run_1/flops_by_reg.png
Other sequential cells in the stronger gray, the rest of the logic in the fainter gray.
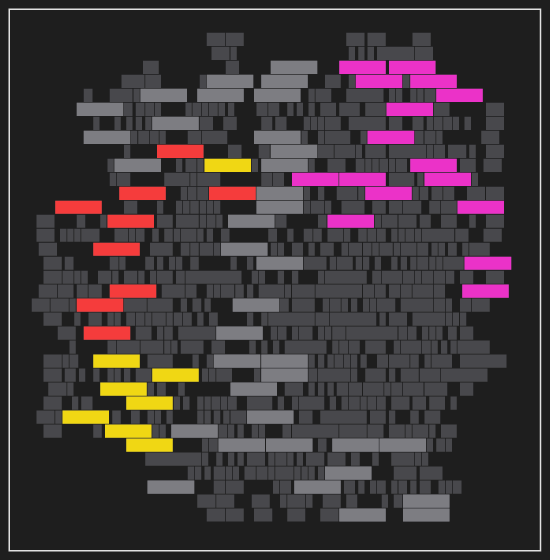
run_1/power_grid.png
Pins as bars on the die edge.
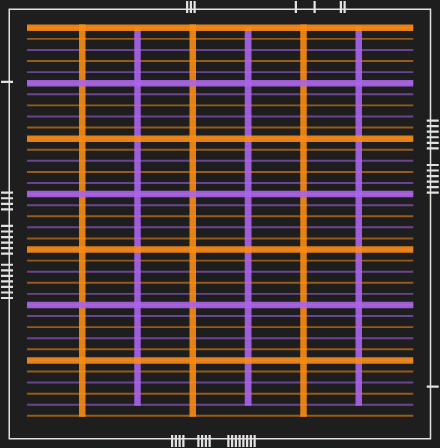
run_1/clocks.png
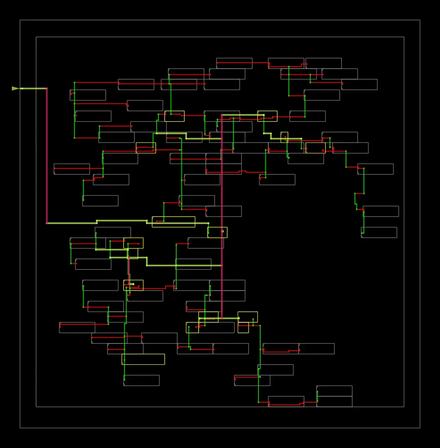
[config.mk]
export PLATFORM = sky130hd
export DESIGN_NAME = float_div_seq
export DESIGN_NICKNAME = d
export VERILOG_FILES = /design/src/rtl/float_div_pkg.sv /design/src/rtl/mant_div.sv /design/src/rtl/float_div_seq.sv
export SDC_FILE = /design/constraint.sdc
export NUM_CORES = 1
export LEC_CHECK = 0
export ABC_AREA = 1
export CORE_AREA = 4 4 99 101
export DETAILED_ROUTE_END_ITERATION = 16
export DIE_AREA = 0 0 103 105
export GPL_ROUTABILITY_DRIVEN = 0
export PLACE_DENSITY = 0.78
export SLEW_MARGIN = 10
export SYNTH_ARGS = -nofsm -noshare
export SYNTH_HDL_FRONTEND = slang
export SYNTH_SLANG_ARGS = --single-unit
[constraint.sdc]
create_clock -name clk -period 3.2 [get_ports clk]
set_input_delay 0.48 -clock clk [delete_from_list [all_inputs] [get_ports clk]]
set_output_delay 0.48 -clock clk [all_outputs]
set_load 0.01 [all_outputs]
[src/rtl/float_div_pkg.sv]
// rtl/float_div_pkg.sv - shared bfloat16 divider constants and state type
package float_div_pkg;

  localparam int EXP_W = 8;
  localparam int MAN_W = 7;
  localparam int BIAS  = 127;

  localparam logic [15:0]      QNAN    = 16'h7FC0;
  localparam logic [EXP_W-1:0] EXP_MAX = 8'hFF;

  typedef enum logic [1:0] {
    IDLE,
    DIV,
    DONE
  } state_e;

endpackage

[src/rtl/mant_div.sv]
// rtl/mant_div.sv - 9-step restoring mantissa divider, one quotient bit per cycle
module mant_div
  import float_div_pkg::*;
(
  input  logic             clk,
  input  logic             rst_n,
  input  logic             start_i,
  input  logic [MAN_W:0]   m1_i,
  input  logic [MAN_W:0]   m2_i,
  output logic             busy_o,
  output logic             done_o,
  output logic [8:0]       q_o
);

  logic [8:0]     r_q;
  logic [7:0]     q_q;
  logic [MAN_W:0] m2_q;
  logic [3:0]     cnt_q;
  logic           busy_q;

  logic           ge;
  logic [7:0]     rem;
  logic [8:0]     r_d;
  logic [7:0]     q_d;

  // One restoring step; after a subtract the remainder is below M2 so 8 bits hold it.
  always_comb begin
    ge  = (r_q >= {1'b0, m2_q});
    rem = ge ? 8'(r_q - {1'b0, m2_q}) : r_q[7:0];
    r_d = {rem, 1'b0};
    q_d = {q_q[6:0], ge};
  end

  // Load operands on start, then iterate nine times; counter wraps to 0 when finished.
  always_ff @(posedge clk or negedge rst_n) begin
    if (!rst_n) begin
      busy_q <= 1'b0;
      cnt_q  <= 4'd0;
      r_q    <= '0;
      q_q    <= '0;
      m2_q   <= '0;
    end else if (start_i) begin
      busy_q <= 1'b1;
      cnt_q  <= 4'd0;
      r_q    <= {1'b0, m1_i};
      q_q    <= '0;
      m2_q   <= m2_i;
    end else if (busy_q) begin
      r_q <= r_d;
      q_q <= q_d;
      if (cnt_q == 4'd8) begin
        busy_q <= 1'b0;
        cnt_q  <= 4'd0;
      end else begin
        cnt_q <= cnt_q + 4'd1;
      end
    end
  end

  // done marks the cycle whose edge performs the last step; q_o already includes that bit.
  assign busy_o = busy_q;
  assign done_o = busy_q && (cnt_q == 4'd8);
  assign q_o    = {q_q, ge};

endmodule

[src/rtl/float_div_seq.sv]
// rtl/float_div_seq.sv - iterative bfloat16 divider with valid/ready handshakes
module float_div_seq
  import float_div_pkg::*;
(
  input  logic        clk,
  input  logic        rst_n,
  input  logic        in_valid,
  output logic        in_ready,
  input  logic [0:15] num1,
  input  logic [0:15] num2,
  output logic        out_valid,
  input  logic        out_ready,
  output logic [0:15] out
);

  state_e state_q, state_d;
  logic [0:15] out_q, out_d;

  logic             spec_q;
  logic [0:15]      spec_val_q;
  logic             sign_q;
  logic [EXP_W-1:0] ex1_q, ex2_q;

  logic [EXP_W-1:0] ea, eb;
  logic [MAN_W-1:0] ma, mb;
  logic             s_in;
  logic             a_zero, b_zero, a_inf, b_inf, a_nan, b_nan;
  logic             spec_hit;
  logic [0:15]      spec_val;
  logic             accept;

  logic             div_busy, div_done;
  logic [8:0]       div_q;
  logic             adj;
  logic [MAN_W-1:0] man;
  logic [9:0]       e_u;
  logic signed [9:0] e_s;
  logic [0:15]      pack_val;

  assign ea   = num1[1:8];
  assign eb   = num2[1:8];
  assign ma   = num1[9:15];
  assign mb   = num2[9:15];
  assign s_in = num1[0] ^ num2[0];

  assign in_ready  = (state_q == IDLE) && !div_busy;
  assign accept    = in_valid && in_ready;
  assign out_valid = (state_q == DONE);
  assign out       = out_q;

  // Classify the incoming operands; exponent 0 counts as zero, so denormals flush.
  always_comb begin
    a_zero   = (ea == '0);
    b_zero   = (eb == '0);
    a_inf    = (ea == EXP_MAX) && (ma == '0);
    b_inf    = (eb == EXP_MAX) && (mb == '0);
    a_nan    = (ea == EXP_MAX) && (ma != '0);
    b_nan    = (eb == EXP_MAX) && (mb != '0);
    spec_hit = 1'b1;
    spec_val = QNAN;
    if (a_nan || b_nan) begin
      spec_val = QNAN;
    end else if ((a_zero && b_zero) || (a_inf && b_inf)) begin
      spec_val = QNAN;
    end else if (b_zero || a_inf) begin
      spec_val = {s_in, EXP_MAX, {MAN_W{1'b0}}};
    end else if (a_zero || b_inf) begin
      spec_val = {s_in, {EXP_W{1'b0}}, {MAN_W{1'b0}}};
    end else begin
      spec_hit = 1'b0;
    end
  end

  mant_div u_mant_div (
    .clk     (clk),
    .rst_n   (rst_n),
    .start_i (accept && !spec_hit),
    .m1_i    ({1'b1, ma}),
    .m2_i    ({1'b1, mb}),
    .busy_o  (div_busy),
    .done_o  (div_done),
    .q_o     (div_q)
  );

  // Normalize the final quotient (truncating) and clamp the exponent into inf or zero.
  always_comb begin
    adj = ~div_q[8];
    man = div_q[8] ? div_q[7:1] : div_q[6:0];
    e_u = {2'b00, ex1_q} - {2'b00, ex2_q} + 10'(BIAS) - {9'd0, adj};
    e_s = $signed(e_u);
    if (e_s >= 10'sd255) begin
      pack_val = {sign_q, EXP_MAX, {MAN_W{1'b0}}};
    end else if (e_s <= 10'sd0) begin
      pack_val = {sign_q, {EXP_W{1'b0}}, {MAN_W{1'b0}}};
    end else begin
      pack_val = {sign_q, e_u[7:0], man};
    end
  end

  // Next-state and output-register logic; special results spend one cycle in DIV
  // so they present out_valid one edge after acceptance.
  always_comb begin
    state_d = state_q;
    out_d   = out_q;
    case (state_q)
      IDLE: begin
        if (accept) begin
          state_d = DIV;
        end
      end
      DIV: begin
        if (spec_q) begin
          state_d = DONE;
          out_d   = spec_val_q;
        end else if (div_done) begin
          state_d = DONE;
          out_d   = pack_val;
        end
      end
      DONE: begin
        if (out_ready) begin
          state_d = IDLE;
        end
      end
      default: state_d = IDLE;
    endcase
  end

  // State, result and captured-operand registers.
  always_ff @(posedge clk or negedge rst_n) begin
    if (!rst_n) begin
      state_q    <= IDLE;
      out_q      <= '0;
      spec_q     <= 1'b0;
      spec_val_q <= '0;
      sign_q     <= 1'b0;
      ex1_q      <= '0;
      ex2_q      <= '0;
    end else begin
      state_q <= state_d;
      out_q   <= out_d;
      if (accept) begin
        spec_q     <= spec_hit;
        spec_val_q <= spec_val;
        sign_q     <= s_in;
        ex1_q      <= ea;
        ex2_q      <= eb;
      end
    end
  end

endmodule

==> metrics.log, run 1 <==
[report] implementation figures
[metrics] outcome: complete, no violations
[metrics] number of antenna cells inserted: 0
[metrics] required time of the worst setup path: 3.45 ns
[metrics] dominant register cell: sky130_fd_sc_hd__dfrtp_1
[metrics] number of input and output port buffers inserted: 53
[metrics] number of flip-flops and latches: 69
[metrics] number of synthesis warnings: 0
[metrics] fraction of met3 tracks used by global routing: 4.005%
[metrics] timing-limited maximum frequency: 0.3166 GHz
[metrics] Final Hold Viols: 0
[metrics] global routing met1 resource utilization: 26.00%
[metrics] sort of element at the end of the critical path: flip-flop
[metrics] mux cell area share after synthesis: 0%
[metrics] most numerous cell in the Yosys netlist: sky130_fd_sc_hd__nand2_1
[metrics] critical path's top delay family: simple AND/OR/NAND/NOR gates
[metrics] post-layout worst setup margin: 0.04151 ns
[metrics] Reg2Reg Depth: 23
[metrics] routed wl met3: 489 um
[metrics] met1 wire length: 4769 um
[metrics] Post-Synth Simple-Gate Area: 29.40%
[metrics] number of multi-input combinational cells in the layout: 401
[metrics] Setup Fix Bufs, Post-CTS: 2
[metrics] Chip Area: 0.01082 mm^2
[metrics] instance tally after logic synthesis: 564
[metrics] Max Buffers Root-to-Sink: 2
[metrics] transition time at the pin with the least slew margin: 1.082 ns
[metrics] core utilization at floorplan: 49.07%
[metrics] global router's overall resource usage: 20.64%
[metrics] sum of net half-perimeters after detailed placement: 7895 um
[metrics] unrepaired setup endpoints after global routing: yes
[metrics] area taken by multi-input logic gates: 0.002589 mm^2
[metrics] class of the tightest hold or removal check: in2async
[metrics] clock transition at the register clock pins on the worst setup and hold paths after CTS: 0.08 ns
[metrics] Compound Share, Synth: 12.58%
[metrics] crit-path max cell delay: 0.44 ns
[metrics] worst path arrival time: 3.41 ns
[metrics] max-slew violation count: 0
[metrics] number of DRC violations after detailed-routing iteration 0: 142
[metrics] combined buffer and inverter count along the critical path: 5
[metrics] critical path class: reg2reg
[metrics] ClkCell Share: 3.736%
About flops_by_reg.png:
name in the netlist	color	placed flops
out	magenta	16
u_mant_div.r_q	red	9
u_mant_div.m2_q	yellow	8
utilization after layout: 63.11%
register area: 0.001727 mm^2
Seq area share: 30.33%

About power_grid.png:
net	color
VDD	purple
VSS	orange
met1 rails	36
signal pins	54
rows	35
met5 straps	7
core region area: 0.009021 mm^2
die height: 105 um
die outline width: 103 um

About clocks.png:
Worst-Skew Late Latency: 0.35 ns
total clock buffers created by CTS: 9

==> inputs of run 2 (changes only) <==
CORE_AREA = 4 4 101 103   (was 4 4 99 101)
DIE_AREA = 0 0 105 107   (was 0 0 103 105)
SYNTH_HIERARCHICAL = 1   (was default)
run_2/power_grid.png
Pins as bars on the die edge.
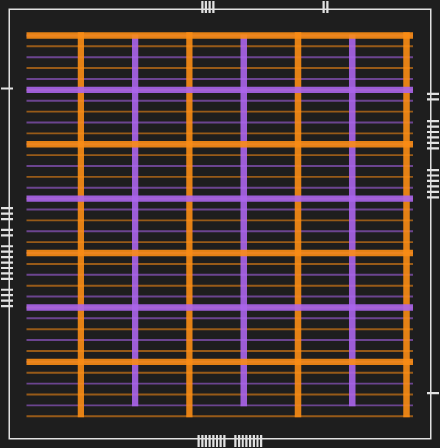
net	color
VDD	purple
VSS	orange
met5 straps	7
rows	35
die height: 107 um
die outline width: 105 um
core region area: 0.009196 mm^2

==> run 2 against run 1 <==
Against the previous run:
- the run now ends with setup timing left
- register-to-register slack worse by 0.07 ns
- clock skew rose by 0.0011 ns
- design area up 2.6%
- critical endpoint is now out[8]
==> metrics.log, run 2 <==
[report] implementation figures
[metrics] outcome: finished, violations left
[metrics] violated checks: setup timing
[metrics] Chip Area: 0.01124 mm^2 (+3.9%)
[metrics] mux cell area share after synthesis: 0% (unchanged)
[metrics] global routing met1 resource utilization: 24.32% (-1.7 points)
[metrics] instance tally after logic synthesis: 622 (+10%)
[metrics] Top non-seq family: simple AND/OR/NAND/NOR gates
[metrics] max-cap viol count: 0
[metrics] sort of element at the end of the critical path: flip-flop
[metrics] critical path's top delay family: adder cells
[metrics] sum of net half-perimeters after detailed placement: 8415 um (+6.6%)
[metrics] number of antenna cells inserted: 0 (unchanged)
[metrics] unrepaired setup endpoints after global routing: yes
[metrics] yosys stat area: 0.004634 mm^2
[metrics] most numerous cell in the Yosys netlist: sky130_fd_sc_hd__nand2_1
[metrics] Setup Viol. Count Final: 4
[metrics] dominant register cell: sky130_fd_sc_hd__dfrtp_1
[metrics] time the final worst path needs with I/O delays and setup: 3.230 ns
[metrics] layout clock buffer count: 9
[metrics] Post-Synth Simple-Gate Area: 36.07% (+6.7 points)
[metrics] Worst-Skew Late Latency: 0.36 ns (about the same)
[metrics] headroom to the max-slew limit: 33.27%
[metrics] final std cell area, no fill: 0.005843 mm^2
[metrics] total length of routed wires: 11490 um
[metrics] routed wl met3: 602 um (+23%)
[metrics] largest area contributor in the netlist: sky130_fd_sc_hd__dfrtp_1
[metrics] stages on the worst setup path: 18
[metrics] number of DRC violations after detailed-routing iteration 0: 263 (+85%)
[metrics] critical-path cell list: inv_2, ha_4, inv_4, fa_2, inv_4, buf_4, fa_2, inv_2, nor2_1, nand3_1, a21oi_2, nand2_2, a21oi_4, nand3_4, nand3_2, nand2_2, nand2_2, nand3_1
[metrics] post-layout worst setup margin: -0.02996 ns (-0.07148 ns)
[metrics] transition time at the pin with the least slew margin: 0.9972 ns (-0.08497 ns)
[metrics] number of input and output port buffers inserted: 53 (unchanged)
[metrics] Seq area share: 29.55% (-0.78 points)
[metrics] via count of the first global-routing pass: 4208
[metrics] critical path class: reg2reg
[metrics] first-pass GRT wire length: 18940 um
[metrics] utilization after layout: 63.54% (+0.43 points)
[metrics] Worst setup startpoint: ex1_q[0]
[metrics] worst path arrival time: 3.46 ns (+0.05 ns)
[metrics] number of synthesis warnings: 6 (+6)
[metrics] routed length on met2: 5827 um
[metrics] clock transition at the register clock pins on the worst setup and hold paths after CTS: 0.09 ns (about the same)
[metrics] Setup Fix Bufs, Post-CTS: 0 (-2)
[metrics] ClkCell Share: 4.347% (+0.61 points)
[metrics] area taken by multi-input logic gates: 0.002709 mm^2 (+4.6%)
[metrics] timing-limited maximum frequency: 0.3096 GHz (-2.2%)
[metrics] Reg2Reg Depth: 18 (-22%)
[metrics] endpoint of the worst setup timing path: out[8]
[metrics] share of the synthesized netlist area taken by xor and xnor gates: 1.890%
[metrics] Max Buffers Root-to-Sink: 2 (unchanged)
[metrics] Worst Path Max Fanout: 7
[metrics] core utilization at floorplan: 50.39% (+1.3 points)
[metrics] global router's overall resource usage: 20.80% (+0.15 points)
[metrics] class of the tightest hold or removal check: in2async
[metrics] met1 wire length: 4748 um (-0.44%)
[metrics] crit-path max cell delay: 0.58 ns (+0.14 ns)
[metrics] combined buffer and inverter count along the critical path: 5 (unchanged)
[metrics] register area: 0.001727 mm^2 (unchanged)
[metrics] number of multi-input combinational cells in the layout: 453 (+13%)
[metrics] Compound Share, Synth: 8.072% (-4.5 points)
[metrics] Final Hold Viols: 0 (unchanged)
[metrics] fraction of met3 tracks used by global routing: 4.816% (+0.81 points)
[metrics] number of flip-flops and latches: 69 (unchanged)
[metrics] total clock buffers created by CTS: 9 (unchanged)
[metrics] max-slew violation count: 0 (unchanged)
[metrics] required time of the worst setup path: 3.43 ns (-0.02 ns)
[metrics] area fraction in full adders, half adders and majority gates: 7.775%
run_2/logic_types.png
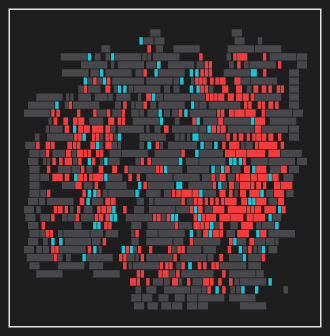
family	color	cells	most used
nand cells	red	294	nand2_1
inv cells	cyan	89	inv_1
Top cell excl fill/tap: sky130_fd_sc_hd__nand2_1
Finished Layout Cells: 809

==> inputs of run 3 (changes only) <==
SLEW_MARGIN = 20   (was 10)
run_3/flops_by_reg.png
Other sequential cells in the stronger gray, the rest of the logic in the fainter gray.
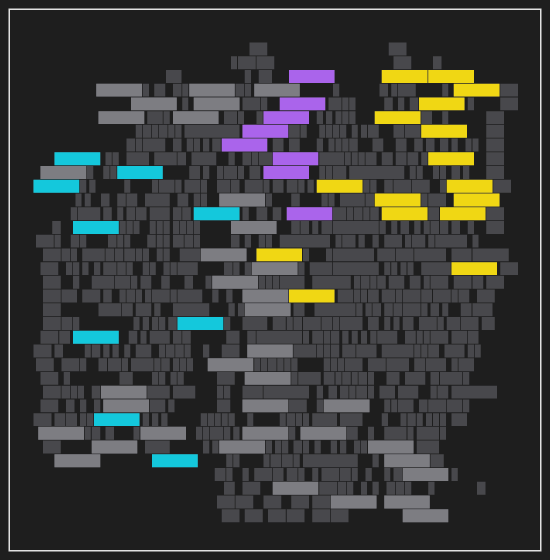
name in the netlist	color	placed flops
u_mant_div/q_q	purple	8
u_mant_div/r_q	cyan	9
out	yellow	16
Seq area share: 29.55%
utilization after layout: 63.54%

==> run 3 against run 2 <==
Against the previous run:
- the flow still finishes with violations (setup timing)
- utilization unchanged
- global-route usage unchanged
- die area unchanged
- non-clock buffer count did not move
- design area is the same
- register-to-register slack hardly changed
- wire length stayed put
- worst setup slack is the same
- via count unchanged
- worst hold slack stayed put
- largest cell class unchanged
==> metrics.log, run 3 <==
[report] implementation figures
[metrics] outcome: finished, violations left
[metrics] violated checks: setup timing
[metrics] Top cell excl fill/tap: sky130_fd_sc_hd__nand2_1
[metrics] time the final worst path needs with I/O delays and setup: 3.230 ns (unchanged)
[metrics] final std cell area, no fill: 0.005843 mm^2 (unchanged)
[metrics] Chip Area: 0.01124 mm^2 (unchanged)
[metrics] global router's overall resource usage: 20.80% (unchanged)
[metrics] yosys stat area: 0.004634 mm^2 (unchanged)
[metrics] Setup Fix Bufs, Post-CTS: 0 (unchanged)
[metrics] register area: 0.001727 mm^2 (unchanged)
[metrics] endpoint of the worst setup timing path: out[8]
[metrics] transition time at the pin with the least slew margin: 0.9972 ns (unchanged)
[metrics] number of input and output port buffers inserted: 53 (unchanged)
[metrics] worst path arrival time: 3.46 ns (about the same)
[metrics] Worst-Skew Late Latency: 0.36 ns (about the same)
[metrics] Worst setup startpoint: ex1_q[0]
[metrics] sort of element at the end of the critical path: flip-flop
[metrics] combined buffer and inverter count along the critical path: 5 (unchanged)
[metrics] number of DRC violations after detailed-routing iteration 0: 263 (unchanged)
[metrics] stages on the worst setup path: 18 (unchanged)
[metrics] area fraction in full adders, half adders and majority gates: 7.775% (unchanged)
[metrics] max-cap viol count: 0 (unchanged)
[metrics] instance tally after logic synthesis: 622 (unchanged)
[metrics] number of synthesis warnings: 6 (unchanged)
[metrics] total clock buffers created by CTS: 9 (unchanged)
[metrics] via count of the first global-routing pass: 4208 (unchanged)
[metrics] critical path class: reg2reg
[metrics] mux cell area share after synthesis: 0% (unchanged)
[metrics] post-layout worst setup margin: -0.02996 ns (unchanged)
[metrics] required time of the worst setup path: 3.43 ns (about the same)
[metrics] area taken by multi-input logic gates: 0.002709 mm^2 (unchanged)
[metrics] critical-path cell list: inv_2, ha_4, inv_4, fa_2, inv_4, buf_4, fa_2, inv_2, nor2_1, nand3_1, a21oi_2, nand2_2, a21oi_4, nand3_4, nand3_2, nand2_2, nand2_2, nand3_1
[metrics] dominant register cell: sky130_fd_sc_hd__dfrtp_1
[metrics] Top non-seq family: simple AND/OR/NAND/NOR gates
[metrics] clock transition at the register clock pins on the worst setup and hold paths after CTS: 0.09 ns (about the same)
[metrics] class of the tightest hold or removal check: in2async
[metrics] fraction of met3 tracks used by global routing: 4.816% (unchanged)
[metrics] die height: 107 um (unchanged)
[metrics] routed wl met3: 602 um (unchanged)
[metrics] die outline width: 105 um (unchanged)
[metrics] core utilization at floorplan: 50.39% (unchanged)
[metrics] most numerous cell in the Yosys netlist: sky130_fd_sc_hd__nand2_1
[metrics] headroom to the max-slew limit: 33.27% (unchanged)
[metrics] Setup Viol. Count Final: 4 (unchanged)
[metrics] Reg2Reg Depth: 18 (unchanged)
[metrics] Compound Share, Synth: 8.072% (unchanged)
[metrics] Final Hold Viols: 0 (unchanged)
[metrics] Finished Layout Cells: 809 (unchanged)
[metrics] sum of net half-perimeters after detailed placement: 8415 um (unchanged)
[metrics] number of flip-flops and latches: 69 (unchanged)
[metrics] max-slew violation count: 0 (unchanged)
[metrics] timing-limited maximum frequency: 0.3096 GHz (unchanged)
run_3/layer_met1.png
Supply wires on this layer in gray.
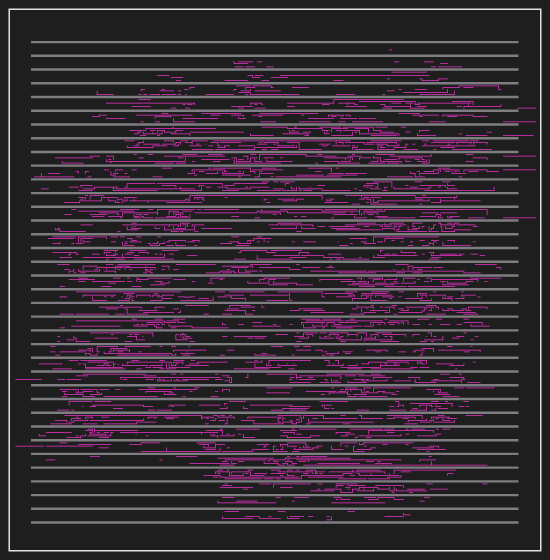
longest straight run	36.3 um
nets with wire on the layer	699
wire length on this layer	4750 um
global routing met1 resource utilization: 24.32%
total length of routed wires: 11490 um
via count: 4367

